--- src/rtl/sobel_stream_if.sv ---
// Pixel stream in and edge-magnitude stream out of the Sobel engine.
interface sobel_stream_if #(
  parameter int DW = 8,
  parameter int CW = 10
);
  logic          in_valid;
  logic          in_sof;
  logic [DW-1:0] in_pix;
  logic          out_valid;
  logic [DW-1:0] out_pix;
  logic [CW-1:0] out_col;

  modport master (output in_valid, in_sof, in_pix, input out_valid, out_pix, out_col);
  modport slave  (input in_valid, in_sof, in_pix, output out_valid, out_pix, out_col);
endinterface

--- src/rtl/sobel_stream.sv ---
// Streaming 3x3 Sobel |Gx|+|Gy| with two on-chip line buffers; SOBEL_THRESH_EN adds a binarising threshold.
// Result 2 cycles after the completing pixel beat; no backpressure, every out_valid beat must be taken.
module sobel_stream #(
  parameter int DW    = 8,
  parameter int IMG_W = 64,
  parameter int CW    = 10
) (
  input  logic clk,
  input  logic rst,
`ifdef SOBEL_THRESH_EN
  input  logic [DW-1:0] thresh,
`endif
  sobel_stream_if.slave s
);
  localparam int AW = (IMG_W > 1) ? $clog2(IMG_W) : 1;
  localparam int GW = DW + 3;
  localparam logic [CW-1:0] LAST_COL = CW'(IMG_W - 1);

  logic [CW-1:0] col, cur_col;
  logic [1:0]    row, cur_row;
  logic [AW-1:0] addr;

  logic [DW-1:0] lb0 [0:IMG_W-1];
  logic [DW-1:0] lb1 [0:IMG_W-1];
  logic [DW-1:0] lb0_rd, lb1_rd;

  // Two older columns of each window row; the newest column (p2, p5, p8) is the live read/input.
  logic [1:0][DW-1:0] top_q, mid_q, bot_q;

  logic                 win_vld;
  logic signed [GW-1:0] gx, gy;
  logic                 s1_vld;
  logic signed [GW-1:0] s1_gx, s1_gy;
  logic [CW-1:0]        s1_col;
  logic [GW-1:0]        abs_gx, abs_gy;
  logic [DW+3:0]        mag;
  logic [DW-1:0]        sat, res;

  function automatic logic signed [GW-1:0] ext(input logic [DW-1:0] v);
    return $signed({3'b000, v});
  endfunction

  always_comb begin
    cur_col = s.in_sof ? '0 : col;
    cur_row = s.in_sof ? '0 : row;
  end

  assign addr    = cur_col[AW-1:0];
  assign lb0_rd  = lb0[addr];
  assign lb1_rd  = lb1[addr];
  assign win_vld = s.in_valid && (cur_row == 2'd2) && (cur_col >= CW'(2));

  // Window after this beat's shift: p0=top_q[0] p1=top_q[1] p2=lb1_rd, p3=mid_q[0] p5=lb0_rd, p6=bot_q[0] p7=bot_q[1] p8=in_pix.
  always_comb begin
    gx = (ext(lb1_rd) - ext(top_q[0]))
       + ((ext(lb0_rd) - ext(mid_q[0])) <<< 1)
       + (ext(s.in_pix) - ext(bot_q[0]));
    gy = (ext(top_q[0]) - ext(bot_q[0]))
       + ((ext(top_q[1]) - ext(bot_q[1])) <<< 1)
       + (ext(lb1_rd) - ext(s.in_pix));
  end

  // Line buffers: read-before-write at the same column, contents survive reset and start of frame.
  always_ff @(posedge clk) begin
    if (s.in_valid) begin
      lb1[addr] <= lb0_rd;
      lb0[addr] <= s.in_pix;
    end
  end

  always_ff @(posedge clk) begin
    if (rst) begin
      col   <= '0;
      row   <= '0;
      top_q <= '0;
      mid_q <= '0;
      bot_q <= '0;
    end else if (s.in_valid) begin
      if (cur_col == LAST_COL) begin
        col <= '0;
        row <= (cur_row == 2'd2) ? 2'd2 : cur_row + 2'd1;
      end else begin
        col <= cur_col + CW'(1);
        row <= cur_row;
      end
      top_q <= {lb1_rd, top_q[1]};
      mid_q <= {lb0_rd, mid_q[1]};
      bot_q <= {s.in_pix, bot_q[1]};
    end
  end

  always_ff @(posedge clk) begin
    if (rst) begin
      s1_vld <= 1'b0;
      s1_gx  <= '0;
      s1_gy  <= '0;
      s1_col <= '0;
    end else begin
      s1_vld <= win_vld;
      if (win_vld) begin
        s1_gx  <= gx;
        s1_gy  <= gy;
        s1_col <= cur_col - CW'(1);
      end
    end
  end

  always_comb begin
    abs_gx = s1_gx[GW-1] ? $unsigned(-s1_gx) : $unsigned(s1_gx);
    abs_gy = s1_gy[GW-1] ? $unsigned(-s1_gy) : $unsigned(s1_gy);
    mag    = {1'b0, abs_gx} + {1'b0, abs_gy};
    sat    = (|mag[DW+3:DW]) ? '1 : mag[DW-1:0];
`ifdef SOBEL_THRESH_EN
    res    = (sat >= thresh) ? '1 : '0;
`else
    res    = sat;
`endif
  end

  always_ff @(posedge clk) begin
    if (rst) begin
      s.out_valid <= 1'b0;
      s.out_pix   <= '0;
      s.out_col   <= '0;
    end else begin
      s.out_valid <= s1_vld;
      if (s1_vld) begin
        s.out_pix <= res;
        s.out_col <= s1_col;
      end
    end
  end
endmodule

--- src/flat_wrapper.sv ---
// flat-port wrapper written by rule: the top's interface ports become plain ports
module sobel_stream_flat 
#(
  parameter int DW    = 8,
  parameter int IMG_W = 64,
  parameter int CW    = 10
)
  (clk, rst, s_in_valid, s_in_sof, s_in_pix, s_out_valid, s_out_pix, s_out_col);
  sobel_stream_if #(.DW(DW), .CW(CW)) s_i ();
  input  logic clk;
  input  logic rst;
  input wire logic [$bits(s_i.in_valid)-1:0] s_in_valid;
  input wire logic [$bits(s_i.in_sof)-1:0] s_in_sof;
  input wire logic [$bits(s_i.in_pix)-1:0] s_in_pix;
  output wire logic [$bits(s_i.out_valid)-1:0] s_out_valid;
  output wire logic [$bits(s_i.out_pix)-1:0] s_out_pix;
  output wire logic [$bits(s_i.out_col)-1:0] s_out_col;
  assign s_i.in_valid = s_in_valid;
  assign s_i.in_sof = s_in_sof;
  assign s_i.in_pix = s_in_pix;
  assign s_out_valid = s_i.out_valid;
  assign s_out_pix = s_i.out_pix;
  assign s_out_col = s_i.out_col;
  sobel_stream #(.DW(DW), .IMG_W(IMG_W), .CW(CW)) u_core (.clk(clk), .rst(rst), .s(s_i));
endmodule
--- config.mk ---
export PLATFORM = sky130hd
export DESIGN_NAME = sobel_stream_flat
export DESIGN_NICKNAME = d
export VERILOG_FILES = /design/src/rtl/sobel_stream_if.sv /design/src/rtl/sobel_stream.sv /design/src/flat_wrapper.sv
export SDC_FILE = /design/constraint.sdc
export NUM_CORES = 1
export LEC_CHECK = 0
export CORE_MARGIN = 2
export CORE_UTILIZATION = 37
export CTS_BUF_LIST = sky130_fd_sc_hd__clkbuf_16
export CTS_CLUSTER_DIAMETER = 50
export DETAILED_ROUTE_END_ITERATION = 12
export PLACE_DENSITY_LB_ADDON = 0.12
export REMOVE_ABC_BUFFERS = 1
export SYNTH_ARGS = -nofsm -noshare
export SYNTH_HDL_FRONTEND = slang
export SYNTH_SLANG_ARGS = --single-unit
--- constraint.sdc ---
create_clock -name clk -period 8.5 [get_ports clk]
set_clock_uncertainty 0.1 [all_clocks]
set_input_delay 1.7 -clock clk [delete_from_list [all_inputs] [get_ports clk]]
set_output_delay 1.7 -clock clk [all_outputs]
set_load 0.02 [all_outputs]
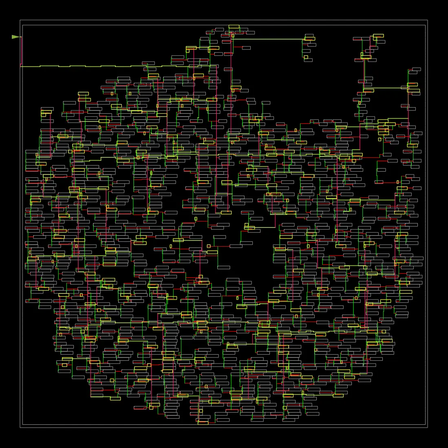
*Clock nets, run 1*
P_clk: 6.03 mW
CTS sink count: 1136
registers: 1136
clkbuf count: 147

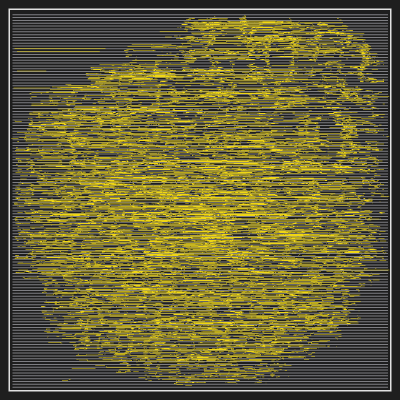
*Metal 1, run 1*
Supply wires on this layer in grey.
nets with wire on the layer: 3459
share of all routed wire: 43%
main direction: horizontal
longest straight run: 104 µm
wire length on this layer: 74.6 mm
Global Route met1 Usage: 36.9%
via count: 31.1k
Post-Route WL: 174000 µm

==> changes_impl.md, run 1 <==
### Metrics

* Outcome: completed
* H-Tree Depth at 4
* Number of setup buffers added after CTS at 0
* Worst Hold Endpoint: u_core.s1_col[8]$_SDFFE_PP0P_
* Detailed placement HPWL at 112000 µm
* Initial drt markers at 3927
* Pwr Density at 245 nW/µm²
* R2R depth at 23
* Chip area at 132000 µm²
* Tmin final at roughly 7.7 ns
* # hold bufs at CTS at 0
* Post-DR vias/cell at between 5 and 6
* Hold/Removal Path Class: reg -> reg
* DR pass1 iterations at 5
* Crit path required time at around 9.1 ns
* Cell Type Count at 86
* Core area at 128000 µm²
* Power share of the sequential group at between 40% and 50%
* FP Util at 37.4%
* All-Layer GR Usage at 26.2%
* Area Growth Syn to Fin at 16.4%
* Final worst setup slack at 0.814 ns
* Layout cells sized above 1 at 16.3%
* Hold Startpoint: u_core.s1_col[8]$_SDFFE_PP0P_
* Global-route wire length before repair at 241000 µm
* Yosys Chip Area at 47800 µm²
* Final Hold Fails at 0
* Setup-failing EPs final at 0
* CP Capture Type: register
* P_comb at 1.43 mW
* CP startpoint: s_in_sof
* Top sig layer: met5
* Port Buf Inserts at 30
* Register bit total from synthesis at 1136
* Inst Count DP at between 5k and 6k
* Mapped cell area at 47800 µm²
* Core Rows at between 100 and 150
* Most frequent cells in the layout: 1024 x edfxtp_1, 220 x nor2_1, 217 x buf_4, 211 x o22ai_1, 203 x mux2i_1
* Routability Congestion at 0.930
* GR Layer Usage met2 at 38.9%
* Finished Core Util at a little over two fifths
* Largest net degree at the start of global routing at 68
* Metal1 wirelength at 74600 µm
* Final worst path period share at 90.4%
* Reg2Reg Launch Point: u_core.col[0]$_SDFFE_PP0P_
* Max_slew headroom at roughly 16%
* GRT met3 Usage at 5.91%
* Synth Flop Type: edfxtp_1
* Psw at roughly 3.3 mW
* Fmax at 130 MHz
* Crit path kind: in -> reg
* EDFF count, synth at ~1.0k
* Fin. max-slew vios at 0
* Cts repair resizes at 0
* Fin Hold WS at between 0.3 and 0.4 ns
* Regs by FF count: u_core.lb0 (512), u_core.lb1 (512)
* Clk slew on worst S/H paths at 0.05 ns
* Tool warning count at 29
* MaxCap Viol Count at 0
* Wire per inst at 32.9 µm
* Remaining DRCs at 0
* Worst slew pin tran at 1.25 ns
* Async set or reset register ratio after synthesis at 0%
* Dominant logic cell type in the layout: edfxtp_1
* Reg-to-reg slack, setup at 1.01 ns
* P_leak at 18.6 nW
* Int Pwr at 10.3 mW
* RSZ-0062 raised after global routing: no
* Die X at between 300 and 400 µm
* Clk latency late pin at around 0.78 ns
* Pre-CTS WS at 0.279 ns
* Top Ports at 31
* Cells after Synth at 3245
* Met3 routed WL at 15900 µm
* Total gr overflow at 0
* Cell count in the Yosys report at around 3.2k
* Crit path max fanout at 19
* Chip height at roughly 360 µm
* P_seq at 6.17 mW
* R2r endpoint: u_core.s1_gx[10]$_SDFFE_PP0P_
* Vias in the first global route at 29.9k
* Maximum vdd ir drop at 0.185 mV
* Clock share of power at about 44%
* Seq/Total Area, Yosys at 69.0%
* Syn Area/Cell at 14.7 µm²
* WL met2 at 75800 µm
* TritonCTS clock tree: built
* Initial antenna violation count at 11
* Num CTS Buffers at 140
* Hold Crit Depth at 2
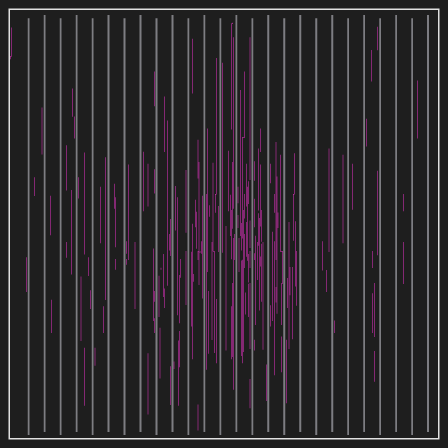
*The metal 4 layer, run 1*
Supply wires on this layer in grey.
share of all routed wire: 4.5%
main direction: vertical

-- run 1: stage by stage --
stage / TNS [ns] / cell area [µm²] / power [mW]
final: 0 / 55700 / 13.6
after global routing: 0 / 55700 / 14.1
after CTS: 0 / 55700 / 13.7
after detailed placement: 0 / 51000 / 7.69
after global placement: -0.701 / 51000 / 7.69
after floorplan: -2571.51 / 46700 / 7.18
-- run 1: cells in the mapped netlist (17+ instances only) --
| library cell | instances | area (µm²) |
|---|---|---|
| a211oi_1 | 61 | 458 |
| a21o_1 | 27 | 203 |
| a21oi_1 | 135 | 676 |
| a221oi_1 | 18 | 158 |
| a22o_1 | 27 | 236 |
| a22oi_1 | 45 | 338 |
| a2bb2oi_1 | 20 | 175 |
| a31oi_1 | 17 | 106 |
| buf_2 | 66 | 330 |
| buf_4 | 18 | 135 |
| buf_6 | 21 | 236 |
| clkbuf_1 | 72 | 270 |
| dfxtp_1 | 112 | 2240 |
| edfxtp_1 | 1024 | 30700 |
| fa_1 | 27 | 541 |
| ha_1 | 86 | 1080 |
| inv_1 | 118 | 443 |
| mux2_2 | 84 | 946 |
| mux2i_1 | 203 | 2030 |
| nand2_1 | 106 | 398 |
| nand2b_1 | 33 | 206 |
| nand3_1 | 23 | 115 |
| nor2_1 | 224 | 841 |
| nor2b_1 | 44 | 275 |
| nor3_1 | 36 | 180 |
| o211ai_1 | 24 | 180 |
| o21ai_0 | 76 | 380 |
| o221ai_1 | 25 | 219 |
| o22ai_1 | 211 | 1320 |
| xnor2_1 | 57 | 499 |
-- run 1: kinds of logic (layout without fill, tap and decap cells) --
group	after synthesis	count (layout)	share of synthesized area, %
mux	292	292	6.46
other cells	0	1	0
fa+ha+maj	113	113	3.38
xor+xnor	72	72	1.32
flops	1136	1136	69.0
simple gates	540	540	5.51
compound gates	783	783	11.1
buf+inv	309	625	3.26
-- run 1: critical path, stage by stage --
cell and delay [ns]:
buf_2 0.19, buf_4 0.31, nand4bb_2 0.67, buf_4 0.31
o22ai_1 0.10, a211oi_1 0.47, a2bb2oi_1 0.23, o211ai_1 0.22
nor4_2 0.76, ha_1 0.41, nor2b_1 0.14, o21ai_0 0.22
a21boi_0 0.12, o21ai_0 0.18, nand2b_1 0.13, xnor2_1 0.17
fa_1 0.55, inv_1 0.05, ha_1 0.21, a2111oi_0 0.46
buf_4 0.20, o31ai_1 0.08, xnor2_1 0.13, a211oi_1 0.21
-- run 1: worst max path at each step --
stage                                         end  cells past startpoint
floorplan           u_core.s1_gx[10]$_SDFFE_PP0P_                     19
global placement    u_core.s1_gx[10]$_SDFFE_PP0P_                     22
detailed placement  u_core.s1_gx[10]$_SDFFE_PP0P_                     24
CTS                 u_core.s1_gx[10]$_SDFFE_PP0P_                     24
global route        u_core.s1_gx[10]$_SDFFE_PP0P_                     24
finish              u_core.s1_gx[10]$_SDFFE_PP0P_                     24
-- run 1: cell type report --
type                    instances  area (µm²)
clock inverters               106        1000
well taps                    1729        2160
diodes                          1        2.50
multi-input cells            1800       13400
flip-flops and latches       1136       33000
inverters                     119         447
fillers                     11500       72300
clock buffers                 147        3680
repair buffers                253        2010
### Wiring by layer, run 1

Only two layers are drawn.
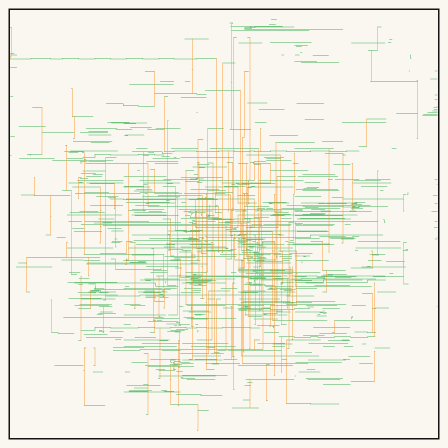

==> inputs of run 2 (changes only) <==
--- a/config.mk
+++ b/config.mk
@@ -5,10 +5,10 @@
 export SDC_FILE = /design/constraint.sdc
 export NUM_CORES = 1
 export LEC_CHECK = 0
-export CORE_MARGIN = 2
-export CORE_UTILIZATION = 37
+export CORE_MARGIN = 5
+export CORE_UTILIZATION = 57
 export CTS_BUF_LIST = sky130_fd_sc_hd__clkbuf_16
-export CTS_CLUSTER_DIAMETER = 50
+export CTS_CLUSTER_DIAMETER = 200
 export DETAILED_ROUTE_END_ITERATION = 12
 export PLACE_DENSITY_LB_ADDON = 0.12
 export REMOVE_ABC_BUFFERS = 1
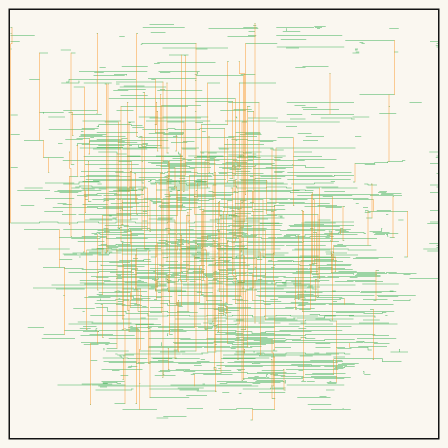
*Wiring by layer, run 2*
Only two layers are drawn.
[M3] green | wire length: 21.0 mm
[M4] orange | wire length: 9820 µm

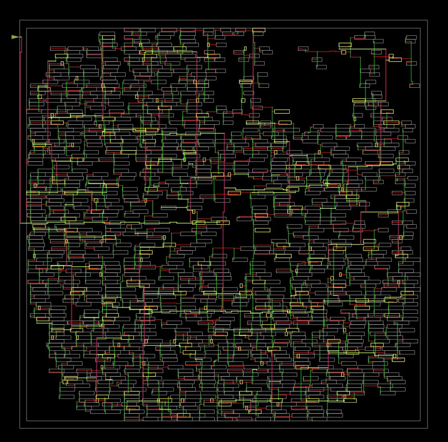
*Clock nets, run 2*
clkbuf count: 115
P_clk: 4.96 mW
Num CTS Buffers: 113
clk latency late pin: 0.70 ns

==> changes_impl.md, run 2 <==
### Metrics

* Outcome: complete, but fails checks
* Failing checks: max-capacitance violations, max-slew violations
* H-Tree Depth at 3 (-1)
* Max_slew headroom at -6.43% (-23 points)
* Pre-CTS WS at -0.0181 ns (-0.297 ns)
* Chip height at 300 µm (-18%)
* Mux cell area share at 6.46% (unchanged)
* Die X at 300 µm (-18%)
* Fmax at 124 MHz (-4.9%)
* Slowest CP cell: nor4b_2
* Crit path required time at 9.02 ns (-0.05 ns)
* All-Layer GR Usage at 34.5% (+8.3 points)
* Initial antenna violation count at 6 (-5)
* Post-DR vias/cell at 6.79 (+16%)
* Final Hold Fails at 0 (unchanged)
* Cts repair resizes at 0 (unchanged)
* P_leak at 18.2 nW (-2.5%)
* Register bit total from synthesis at 1136 (unchanged)
* Top-area cell share at 64.3% (unchanged)
* Tool warning count at 29 (unchanged)
* CP max stage delay at 0.87 ns (+0.11 ns)
* Power Total at 12.5 mW (-8.0%)
* Fin. max-slew vios at 7 (+7)
* Final worst setup slack at 0.417 ns (-0.397 ns)
* Routability Congestion at 1.01 (+9.0%)
* Seq/Total Area, Yosys at 69.0% (unchanged)
* Vias in the first global route at 30.6k (+2.1%)
* Yosys Chip Area at 47800 µm² (unchanged)
* Global-route wire length before repair at 222000 µm (-7.7%)
* Finished Core Util at 64.6% (+21 points)
* Area Growth Syn to Fin at 12.7%
* FP Util at 57.3% (+20 points)
* Synth Flop Type: edfxtp_1
* Top area cell types: edfxtp_1 64%, dfxtp_1 4.7%, mux2i_1 4.2%
* Remaining DRCs at 0 (unchanged)
* CTS sink count at 1136 (unchanged)
* Crit-path most repeated cell: buf_4
* # hold bufs at CTS at 0 (unchanged)
* RSZ-0062 raised after global routing: no
* Async set or reset register ratio after synthesis at 0% (unchanged)
* Post-synthesis simple-gate area fraction at 5.51% (unchanged)
* Ordered list of cells on the worst path: buf_2, buf_4, buf_4, nand3b_2, o22ai_1, a211oi_1, o22ai_1, nor4_1, nor4b_2, inv_1, fa_1, xor2_1, fa_1, inv_1, ha_1, a21o_1, a21oi_1, o21bai_1, a2111oi_0, buf_4, o31ai_1, xnor2_1, a211oi_1
* Total gr overflow at 0 (unchanged)
* Clk slew on worst S/H paths at 0.07 ns (+0.02 ns)
* Crit path buffers/inverters at 6 (+1)
* Final worst path period share at 95.1% (+4.7 points)
* Dominant logic cell type in the layout: edfxtp_1
* Cell Type Count at 86 (unchanged)
* Top sig layer: met5
* Detailed placement HPWL at 101000 µm (-9.7%)
* Top Ports at 31 (unchanged)
* Adder Area Share at 3.38% (unchanged)
* Initial drt markers at 4592 (+17%)
* Reg-to-reg slack, setup at 0.76 ns (-0.25 ns)
* Crit path max fanout at 36 (+17)
* Area fraction in xor and xnor cells at 1.32% (unchanged)
* MaxCap Viol Count at 1 (+1)
* Most frequent cell after synthesis: edfxtp_1
* Met3 routed WL at 21000 µm (+32%)
* EDFF count, synth at 1024 (unchanged)
* Mapped cell area at 47800 µm² (unchanged)
* Cells after Synth at 3245 (unchanged)
* Largest net degree at the start of global routing at 66 (-2.9%)
* Core area at 83400 µm² (-35%)
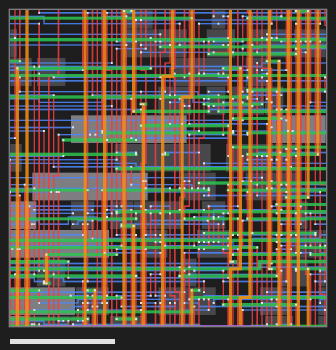
*A small window of the routed layout, run 2*
Scale bar: 10 µm. Window x 135 to 165, y 135 to 165 µm. Cells in grey, sequential cells in the stronger grey; small squares are vias.
[M3] green
[M4] orange
[M1] blue
[M5] purple
[M2] red
most frequent: buf_4 (8), o22ai_1 (6), edfxtp_1 (4)
netlist names of flops here include: u_core.lb1 (3), u_core.lb0 (1)
sequential cells in the window: 4
cells with their middle in the window: 42

## run 2: cell counts after synthesis
Identical to the previous run, type by type.
## run 2: per-layer routing
| layer | vias up | global-route usage (%) |
|---|---|---|
| met5 | - | 0 |
| met1 | 15500 | 47.9 |
| met3 | 478 | 9.60 |
| met4 | 8 | 16.9 |
| met2 | 2256 | 50.8 |
| li1 | 13000 | - |
## run 2: cell type report
cell class | instances | area, µm²
repair buffers | 258 | 2040
fillers | 5982 | 29500
flip-flops and latches | 1136 | 33000
multi-input cells | 1800 | 13400
well taps | 1080 | 1350
clock inverters | 95 | 798
clock buffers | 115 | 2880
inverters | 119 | 447
diodes | 4 | 10.0
## run 2: power by group
part           internal (mW)  switching [mW]  total (mW)  leakage [nW]
sequential              6.14          0.0207        6.16          10.1
clock                   2.82            2.14        4.96          1.90
combinational          0.517           0.893        1.41          6.15
## run 2: path summary, 6_finish.rpt
| check | cells after the start | start | to |
|---|---|---|---|
| hold / removal | 2 | u_core.s1_col[8]$_SDFFE_PP0P_ | u_core.s1_col[8]$_SDFFE_PP0P_ |
| hold reg to reg | 2 | u_core.s1_col[8]$_SDFFE_PP0P_ | u_core.s1_col[8]$_SDFFE_PP0P_ |
| setup / recovery | 23 | s_in_sof | u_core.s1_gx[10]$_SDFFE_PP0P_ |
| setup reg to reg | 21 | u_core.col[1]$_SDFFE_PP0P_ | u_core.s1_gx[10]$_SDFFE_PP0P_ |
## run 2: logic make-up (layout without fill, tap and decap cells)
family	Yosys count	count (layout)
flops	1136	1136
compound gates	783	783
mux	292	292
xor+xnor	72	72
simple gates	540	540
other cells	0	4
buf+inv	309	587
fa+ha+maj	113	113
## run 2: through the flow
| step | TNS, ns | instances | hold slack (ns) |
|---|---|---|---|
| finish | 0 | 4607 | 0.370 |
| detailed placement | -0.0206 | 4393 | 0.354 |
| floorplan | -2571.51 | 3055 | 0.326 |
| global placement | -0.0640 | 4393 | 0.341 |
| CTS | 0 | 4603 | 0.372 |
| global route | 0 | 4603 | 0.394 |
## run 2: tightest hold or removal path, stage by stage (launching register included)
cell and delay [ns]:
dfxtp_1 0.31, nand2_1 0.05, a21oi_1 0.05
Power and IR drop assume default switching activity.
